[src/rtl/uc_cuenta_unos_pkg.sv]
// Shared definitions for the ones-count control unit: state encodings and
// counter sizing helper.
package uc_cuenta_unos_pkg;

    typedef enum logic [2:0] {
        IDLE  = 3'd0,
        LOAD  = 3'd1,
        TEST  = 3'd2,
        ADD   = 3'd3,
        SHIFT = 3'd4,
        DONE  = 3'd5
    } estado_t;

    function automatic int cnt_width(input int ancho);
        return $clog2(ancho + 1);
    endfunction

endpackage

[src/rtl/uc_cuenta_unos_contador.sv]
// Iteration counter: loaded with ANCHO, decremented once per shift,
// flags when it holds 1 so the sequencer can exit before it would wrap.
module contador_iter
    import uc_cuenta_unos_pkg::*;
#(
    parameter int ANCHO = 3
) (
    input  logic clk,
    input  logic reset,
    input  logic carga,
    input  logic dec,
    output logic uno
);

    localparam int CW = cnt_width(ANCHO);
    localparam logic [CW-1:0] CARGA_VAL = CW'(ANCHO);

    logic [CW-1:0] cnt_q, cnt_d;

    always_comb begin
        cnt_d = cnt_q;
        if (carga) begin
            cnt_d = CARGA_VAL;
        end else if (dec && (cnt_q != '0)) begin
            cnt_d = cnt_q - CW'(1);
        end
    end

    always_ff @(posedge clk) begin
        if (reset) begin
            cnt_q <= '0;
        end else begin
            cnt_q <= cnt_d;
        end
    end

    assign uno = (cnt_q == CW'(1));

endmodule

[src/rtl/uc_cuenta_unos.sv]
// Moore sequencer for the ones-count datapath: load, test Q[0], add, shift,
// repeated ANCHO times, then flag completion on fin.
module uc_cuenta_unos
    import uc_cuenta_unos_pkg::*;
#(
    parameter int ANCHO = 3
) (
    input  logic clk,
    input  logic reset,
    input  logic start,
    input  logic q0,
    output logic borra_a,
    output logic carga_q,
    output logic carga_a,
    output logic desplaza_q,
    output logic ocupado,
    output logic fin
);

    estado_t state_q, state_d;
    logic    fin_q, fin_d;
    logic    cnt_uno;

    contador_iter #(
        .ANCHO(ANCHO)
    ) u_contador (
        .clk   (clk),
        .reset (reset),
        .carga (state_q == LOAD),
        .dec   (state_q == SHIFT),
        .uno   (cnt_uno)
    );

    always_comb begin
        state_d = state_q;
        unique case (state_q)
            IDLE:    if (start) state_d = LOAD;
            LOAD:    state_d = TEST;
            TEST:    state_d = q0 ? ADD : SHIFT;
            ADD:     state_d = SHIFT;
            SHIFT:   state_d = cnt_uno ? DONE : TEST;
            DONE:    state_d = IDLE;
            default: state_d = IDLE;
        endcase
    end

    // fin survives the return to IDLE and is only dropped when a new run starts
    always_comb begin
        fin_d = fin_q;
        if (state_d == DONE) begin
            fin_d = 1'b1;
        end else if (state_d == LOAD) begin
            fin_d = 1'b0;
        end
    end

    always_ff @(posedge clk) begin
        if (reset) begin
            state_q <= IDLE;
            fin_q   <= 1'b0;
        end else begin
            state_q <= state_d;
            fin_q   <= fin_d;
        end
    end

    always_comb begin
        borra_a    = 1'b0;
        carga_q    = 1'b0;
        carga_a    = 1'b0;
        desplaza_q = 1'b0;
        ocupado    = 1'b1;
        case (state_q)
            IDLE:  ocupado = 1'b0;
            LOAD: begin
                borra_a = 1'b1;
                carga_q = 1'b1;
            end
            ADD:   carga_a = 1'b1;
            SHIFT: desplaza_q = 1'b1;
            default: ;
        endcase
    end

    assign fin = fin_q;

endmodule
[config.mk]
export PLATFORM = sky130hd
export DESIGN_NAME = uc_cuenta_unos
export DESIGN_NICKNAME = d
export VERILOG_FILES = /design/src/rtl/uc_cuenta_unos_pkg.sv /design/src/rtl/uc_cuenta_unos_contador.sv /design/src/rtl/uc_cuenta_unos.sv
export SDC_FILE = /design/constraint.sdc
export NUM_CORES = 1
export LEC_CHECK = 0
export CAP_MARGIN = 40
export CORE_AREA = 8 8 45 47
export CTS_CLUSTER_DIAMETER = 150
export DETAILED_ROUTE_END_ITERATION = 7
export DIE_AREA = 0 0 53 55
export PLACE_DENSITY = 0.55
export RECOVER_POWER = 25
export SYNTH_ARGS = -nofsm -noshare
export SYNTH_HDL_FRONTEND = slang
export SYNTH_SLANG_ARGS = --single-unit
export TNS_END_PERCENT = 10
[constraint.sdc]
create_clock -name clk -period 1.1 [get_ports clk]
set_input_delay 0.11 -clock clk [delete_from_list [all_inputs] [get_ports clk]]
set_output_delay 0.11 -clock clk [all_outputs]
set_load 0.02 [all_outputs]
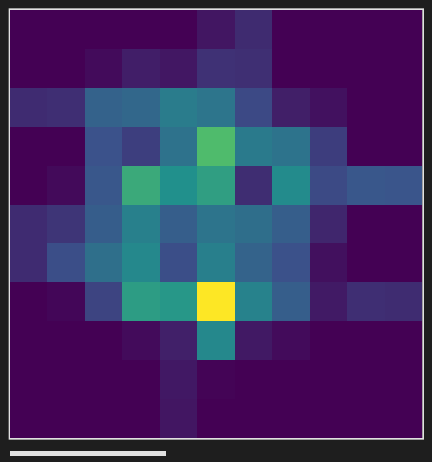
*Signal metal coverage by tile*
The bar under the picture is 20 um long. The die is cut into 11 by 11 equal tiles; dark purple is low, yellow is high, scaled to the fullest tile. Values are wire area over tile area, all layers added.
nearly empty tiles: 45%
mean over tiles: 0.063
tiles over half the peak: 5.0%
fullest tile: 0.43
densest ninth of the die: centre

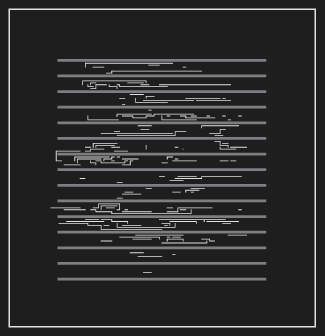
*Signal wires on met1*
Supply wires on this layer in grey.
longest straight run: 15.6 um
nets with wire on the layer: 68
wire length on this layer: 485 um
main direction: horizontal

==> impl_metrics.csv <==
group,metric,value,unit
run_status,status,"complete, but fails checks",
run_status,violations,"negative setup slack",
yosys,synth_area,428,um2
cells_and_area,largest_reg_flops,3,
clocking,cts_tree,"done",
setup_path,path_class,"flop to primary output",
floorplanning,chipArea,0.00292,mm2
drt,vias_per_cell,4.74,
setup_path,cp_slowest_cell,"dfxtp_2",
yosys,ys_seq_share,0.281,
yosys,mux_share,0.0234,
yosys,syn_avg_cell_area,9.95,um2
place,io_buffers,9,
cells_and_area,lay_top_count,"buf_4",
drt,wl_met3,77,um
setup_path,crit_path_start_kind,"flop",
timing,setup_ws,-0.147,ns
yosys,syn_inst,43,
power_and_ir_drop,p_clk,0.228,mW
timing,setup_viol,9,
drt,detail-route-antenna-nets,0,
cells_and_area,nonClkBufAreaFrac,0.342,
clocking,cts_setup_buffers,0,
timing,tightest_slew,0.259,ns
place,dp.cells,82,
setup_path,crit_buf_inv,2,
setup_path,path_depth,3,
drt,drt_iter0_markers,1,
clocking,clkSinkCount,6,
timing,finalSetupTns,-0.873,ns
yosys,ys.flops,6,
place,post-place-ws,-0.358,ns
floorplanning,die_w,53,um
cells_and_area,lay_top_cells,"17 x buf_4, 7 x buf_6",
global_routing,grt-ovfl-total,0,
hold_path,min_path_type,"input port to flop",
yosys,yosys-top-cells-area,"dfxtp_1 28%, buf_6 7.9%, ha_1 5.8%",
cells_and_area,design_area,761,um2
floorplanning,die_h,55,um
setup_path,crit_top_cell,"buf_6",
yosys,enable_flop_cells,0,
hold_path,holdCritStartpoint,"q0",
yosys,synth.distinct_cells,28,
cells_and_area,num-multi-input-gates,30,
cells_and_area,clk_share,0.0296,
power_and_ir_drop,powerDensity,1120,mW/mm2
setup_path,r2r_slack,-0.10,ns
drt,wl,1.13,mm
cells_and_area,num-nonclk-inverters,3,
yosys,yosysChipArea,428,um2
global_routing,grt_busiest_layer,"met2",
drt,first_pass_iters,2,
setup_path,crit_required,0.99,ns
setup_path,worstReg2RegStart,"state_q[1]",
